$ cat src/rtl/wave_mixer_pkg.sv
// Shared types and helpers for the wave mixer.
// The accumulator width covers NUM full-scale products without wrapping.
package wave_mixer_pkg;

  typedef enum logic [1:0] {
    IDLE,
    ACCUM,
    DONE
  } state_t;

  function automatic int acc_width(
    input int n,
    input int g,
    input int num
  );
    return n + g + $clog2(num);
  endfunction

endpackage

$ cat src/rtl/wave_gain.sv
// One channel's contribution: sample times gain, rescaled so that
// 2**(GAIN_W-1) is unity, then forced to zero when muted.
module wave_gain #(
  parameter int N      = 8,
  parameter int GAIN_W = 4
) (
  input  logic [N-1:0]        i_ch,
  input  logic [GAIN_W-1:0]   i_gain,
  input  logic                i_mute,
  output logic [N+GAIN_W-1:0] o_contrib
);

  logic [N+GAIN_W-1:0] w_prod;

  assign w_prod    = (N+GAIN_W)'(i_ch) * (N+GAIN_W)'(i_gain);
  assign o_contrib = i_mute ? '0 : (w_prod >> (GAIN_W - 1));

endmodule

$ cat src/rtl/wave_mixer.sv
// Sequential channel mixer: one gain multiply per clock into a wide
// accumulator, saturated to OUT_W bits when the last channel is added.
module wave_mixer
  import wave_mixer_pkg::*;
#(
  parameter int NUM    = 4,
  parameter int N      = 8,
  parameter int GAIN_W = 4,
  parameter int OUT_W  = 12
) (
  input  logic                    clk,
  input  logic                    rst,
  input  logic                    sample_valid,
  input  logic [N*NUM-1:0]        channels,
  input  logic [GAIN_W*NUM-1:0]   gains,
  input  logic [NUM-1:0]          mute,
  input  logic                    overrun_clr,
  output logic                    ready,
  output logic [OUT_W-1:0]        audio,
  output logic                    audio_valid,
  output logic                    clipped,
  output logic                    overrun
);

  localparam int ACC_W = acc_width(N, GAIN_W, NUM);
  localparam int IDX_W = $clog2(NUM);
  localparam int CMP_W = (ACC_W > OUT_W) ? ACC_W : OUT_W;
  localparam logic [IDX_W-1:0] LAST = IDX_W'(NUM - 1);

  state_t r_state;
  state_t w_next;

  logic [N-1:0]      r_ch   [NUM];
  logic [GAIN_W-1:0] r_gain [NUM];
  logic [NUM-1:0]    r_mute;

  logic [IDX_W-1:0] r_idx;
  logic [ACC_W-1:0] r_acc;
  logic [OUT_W-1:0] r_audio;
  logic             r_clip;
  logic             r_ovr;

  logic [N+GAIN_W-1:0] w_contrib;
  logic [ACC_W-1:0]    w_sum;
  logic [CMP_W-1:0]    w_sum_x;
  logic                w_clip;
  logic                w_last;
  logic                w_accept;

  wave_gain #(
    .N      (N),
    .GAIN_W (GAIN_W)
  ) u_gain (
    .i_ch      (r_ch[r_idx]),
    .i_gain    (r_gain[r_idx]),
    .i_mute    (r_mute[r_idx]),
    .o_contrib (w_contrib)
  );

  assign w_accept = (r_state == IDLE) && sample_valid;
  assign w_last   = (r_idx == LAST);
  assign w_sum    = r_acc + ACC_W'(w_contrib);
  assign w_sum_x  = CMP_W'(w_sum);
  assign w_clip   = w_sum_x > CMP_W'({OUT_W{1'b1}});

  always_ff @(posedge clk) begin
    if (rst) r_state <= IDLE;
    else     r_state <= w_next;
  end

  always_comb begin
    w_next = r_state;
    unique case (r_state)
      IDLE:    if (sample_valid) w_next = ACCUM;
      ACCUM:   if (w_last) w_next = DONE;
      DONE:    w_next = IDLE;
      default: w_next = IDLE;
    endcase
  end

  // Snapshot lets the channel bus move on right after the accept cycle
  always_ff @(posedge clk) begin
    if (w_accept) begin
      for (int i = 0; i < NUM; i++) begin
        r_ch[i]   <= channels[N*i +: N];
        r_gain[i] <= gains[GAIN_W*i +: GAIN_W];
      end
      r_mute <= mute;
    end
  end

  always_ff @(posedge clk) begin
    if (rst) begin
      r_idx   <= '0;
      r_acc   <= '0;
      r_audio <= '0;
      r_clip  <= 1'b0;
      r_ovr   <= 1'b0;
    end else begin
      if (w_accept) begin
        r_acc <= '0;
        r_idx <= '0;
      end
      if (r_state == ACCUM) begin
        r_acc <= w_sum;
        if (!w_last) r_idx <= r_idx + 1'b1;
      end
      // Output lands on the final add so it is visible during DONE
      if ((r_state == ACCUM) && w_last) begin
        r_audio <= w_clip ? '1 : w_sum_x[OUT_W-1:0];
        r_clip  <= w_clip;
      end
      if (sample_valid && (r_state != IDLE)) r_ovr <= 1'b1;
      else if (overrun_clr)                  r_ovr <= 1'b0;
    end
  end

  assign ready       = (r_state == IDLE);
  assign audio_valid = (r_state == DONE);
  assign audio       = r_audio;
  assign clipped     = r_clip;
  assign overrun     = r_ovr;

endmodule
$ cat config.mk
export PLATFORM = sky130hd
export DESIGN_NAME = wave_mixer
export DESIGN_NICKNAME = d
export VERILOG_FILES = /design/src/rtl/wave_mixer_pkg.sv /design/src/rtl/wave_gain.sv /design/src/rtl/wave_mixer.sv
export SDC_FILE = /design/constraint.sdc
export NUM_CORES = 1
export LEC_CHECK = 0
export CAP_MARGIN = 20
export CORE_MARGIN = 1.5
export CORE_UTILIZATION = 49
export CTS_CLUSTER_SIZE = 14
export DETAILED_ROUTE_END_ITERATION = 7
export GPL_TIMING_DRIVEN = 0
export PLACE_DENSITY = 0.76
export SLEW_MARGIN = 20
export SYNTH_ARGS = -nofsm -noshare
export SYNTH_HDL_FRONTEND = slang
export SYNTH_HIERARCHICAL = 1
export SYNTH_SLANG_ARGS = --single-unit
$ cat constraint.sdc
create_clock -name clk -period 5.5 [get_ports clk]
set_clock_uncertainty 0.15 [all_clocks]
set_input_delay 0.55 -clock clk [delete_from_list [all_inputs] [get_ports clk]]
set_output_delay 0.55 -clock clk [all_outputs]
set_load 0.01 [all_outputs]
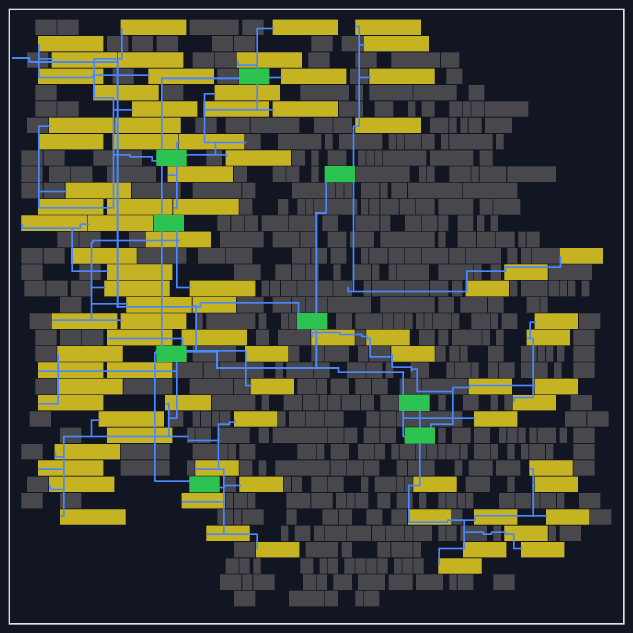
*Clock distribution*
Scale: 6 px per µm.
Blue marks clock wires, length 1000 µm. Green marks clock drivers, count 9. Yellow marks flip-flops, count 84.
There are 10 routed clock nets.
Clock Latency Late Sink: 0.35 ns
Clk pwr share: 21.2%
Clk power: 440 µW

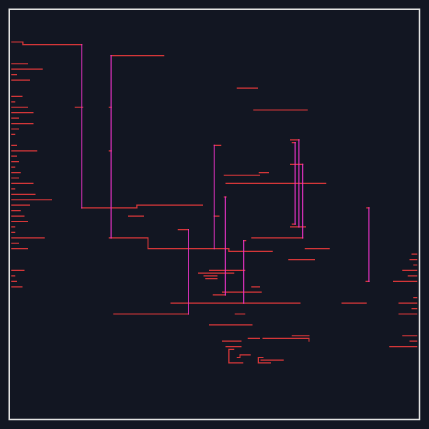
*Signal wires by layer*
Scale: 4 px per µm. Only two layers are drawn.
Magenta marks metal 4, wire length 252 µm. Red marks metal 3, wire length 513 µm.
routed len/inst: 15.9 µm
GRT Overall Usage: 21.5%
routed via count: 3753
final WL: 11000 µm

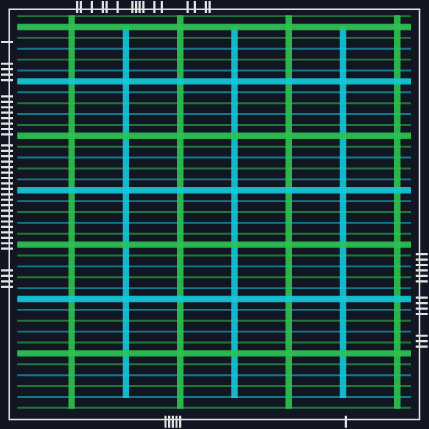
*PDN straps and rails*
Scale: 4 px per µm. Pins as bars on the die edge.
Cyan marks VDD. Green marks VSS.
7 straps on met5. The core has 36 rows.
Chip Width: 102 µm
Core ar.: 9640 µm²
Die Y-Extent: 102 µm
Worst VDD drop: 0.000171 V

==> flow_summary.toml <==
# synthesis and place-and-route metrics
[synthesis]
area_leaders = "edfxtp_1, dfxtp_1, ha_1, mux4_2, fa_1"
ys_ff = 84
netlist_instances = 437
synth-main-ff-cell = "edfxtp_1"
top_cells_by_count = "edfxtp_1, nor2_1, dfxtp_1"
synth_top_area_share_pct = 32.4
synthArstFlopShare_pct = 0
yosysWarnings = 6
synthesis.area_um2 = 4820
yosysChipArea_um2 = 4820
synth_seq_share_pct = 45.7
ys_cells = 437
yosys.area.top_type = "edfxtp_1"
enable_flop_cells = 52

[min_path]
hold_class = "flip-flop to flip-flop"
hold_path_end = "r_acc[0]$_SDFFE_PP0P_"
min_from = "r_acc[0]$_SDFFE_PP0P_"
worstHoldPathCells = 2

[placement]
dp_cells = 644
dp_hpwl_um = 7720
port_buffers = 71
gp_congestion = 0.889

[sta]
drv_slew = 0
fin_ws_ns = -0.0801
setup_viol = 13
fin_tns_setup_ns = -0.877
fmax_mhz = 179
final.min_clock_period_ns = 5.58
period_used_pct = 101
max_slew_margin_pct = 58.1
holdWs_ns = 0.331

[clock_tree]
hold_buffers = 0
cts-root-buf = "clkbuf_8"
clk_path_buf_depth = 2
cts_resized = 47
tritoncts = "yes"
cts.sinks = 84
cts_setup_buffers = 18
cts-buffers-inserted = 9
clkTransAtPathRegs_ns = 0.09

[worst_setup_path]
worstReg2RegStart = "r_idx[0]$_SDFF_PP0_"
path_class = "flip-flop to flip-flop"
cp_slowest_cell = "mux4_2"
cp_num_cells = 21
crit_end = "audio[10]$_SDFFE_PP0P_"
reg2reg_setup_slack_ns = -0.08
r2r_cells = 21
cp-end-kind = "flip-flop"
crit_fanout = 8
worstSetupStartpointType = "flip-flop"
critPathRequiredTime_ns = 5.58
path_cells = "buf_8, buf_12, mux4_2, and2_1, fa_1, inv_1, fa_1, inv_2, ha_4, nand4_1, o21ai_4, a21boi_2, mux2_4, ha_4, a21oi_4, nand2b_1, o21a_1, o41a_1, a21oi_4, buf_6, a211oi_1"
path_buffers = 5
critPathLaunch = "r_idx[0]$_SDFF_PP0_"
critical-path-top-delay-family = "adder cells"
cp_slowest_stage_delay_ns = 0.58

[finish]
area_growth_syn_to_layout_pct = 34.7
logic_area_um2 = 2660
clkCellAreaFrac_pct = 3.04
comb_share_pct = 41.0
layoutNonFillerInstCount = 694
comb_cells = 310
diodes = 0
nNetsFinal = 652
largest_register_ff_count = 32
num-nonclk-buffers = 127
dominant-cell-class = "logic gates"
reg_top3 = "r_ch x32, r_gain x16, r_acc x14"
n_all_inverters = 24
buf_share_pct = 18.1
regArea_um2 = 2200
layout-drive-gt1-share_pct = 23.0
nClkBuffers = 9
regMostFlops = "r_ch"
fillers = 722

[global_routing]
antenna_found_initial = 0
grt_pass1_vias = 3753
grt_pass1_wl_um = 17200
gr-total-overflow = 0

[drt]
vias_per_cell = 5.41
drtIter0Drc = 169
ant_nets = 0
drt_first_pass_iters = 4

[pwr]
powerDensity_nw_per_um2 = 320
cellLeakagePower_nw = 2.49

[flow_run]
cap_violations = 0

[status]
outcome = "finished with violations"
violations = "setup timing"

[floorplanning]
nWellTaps = 133
fp_util_pct = 50.0
io_pins = 72
die_area_um2 = 10400
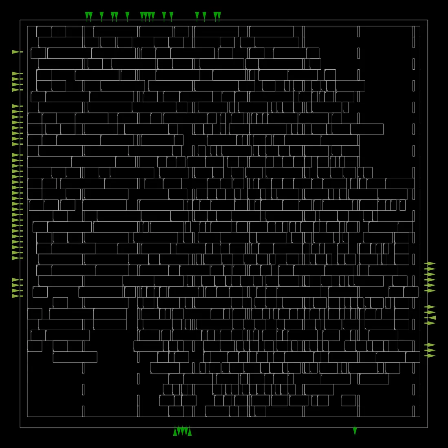
*Placement view*
Flops: 84
fin util: 67.4%

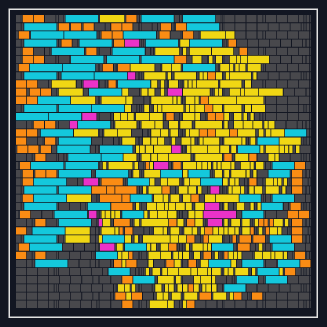
*Placement by cell class*
Scale: 3 px per µm. Fill, decap, tap and diode cells in gray.
Orange marks remaining buffers and delay cells, cells 127, share of their area 19%. Cyan marks sequential cells, cells 84, share of their area 35%. Magenta marks clock drivers and dummy loads, cells 16, share of their area 3.1%. Yellow marks combinational and other logic, cells 334, share of their area 43%.
row cnt: 36
register share of the cell area: 33.9%
post-route cell area: 6490 µm²

[cell families (layout without fill, tap and decap cells)]
group	after synthesis	in the layout	share of synthesized area, %
AOI/OAI and AO/OA	86	86	12.6
xor gates and xnor gates	12	12	2.18
adders and majority gates	40	40	12.4
buffers and inverters	45	167	4.15
DFF	84	84	45.7
muxes	18	18	7.24
other	1	3	0.0778
and+or+nand+nor	151	151	15.6
[cell usage in the layout, fill, tap and decap left out, drive strengths merged, types with 2 or more instances in the layout]
cell	Yosys	layout
edfxtp	52	52
a22oi	6	6
xor2	5	5
xnor2	7	7
o21bai	2	2
clkbuf	12	19
or2	2	2
fa	13	13
buf	9	46
conb	1	3
inv	24	26
and3	4	4
mux2i	3	3
a31oi	3	3
mux2	2	2
a211oi	13	13
dfxtp	32	32
nor2b	7	7
o221ai	2	2
ha	27	27
clkinvlp	0	3
o21ai	7	7
mux4	13	13
o21a	4	4
nor3	3	3
nand2	24	24
nor2	52	52
nand3	17	17
a21boi	3	3
o211ai	5	5
clkdlybuf4s50	0	71
nand4	2	2
a21oi	30	30
nor3b	2	2
and2	25	25
nand2b	8	8
[metal layers]
metal  GRT usage, %  vias up  routed length (µm)  share of wire (%)
met5              0        -                   0                  0
met4           9.91        0                 252                2.3
met3           3.76       23                 513                4.7
met2           37.3      130                5670                 51
met1           26.2     1795                4600                 42
li1               -     1805                   -                  -
[through the flow]
stage,power [mW],utilization [%]
2_1_floorplan,1.22,-
3_3_place_gp,1.36,59.5
3_5_place_dp,1.38,59.7
4_1_cts,1.97,65.8
5_1_grt,2.19,67.4
6_report,2.08,67.4
[where the power goes]
part | internal (mW) | switching (mW)
clock | 0.211 | 0.229
combinational | 0.457 | 0.457
sequential | 0.710 | 0.0156
total | 1.38 | 0.701
Power and IR drop assume default switching activity.
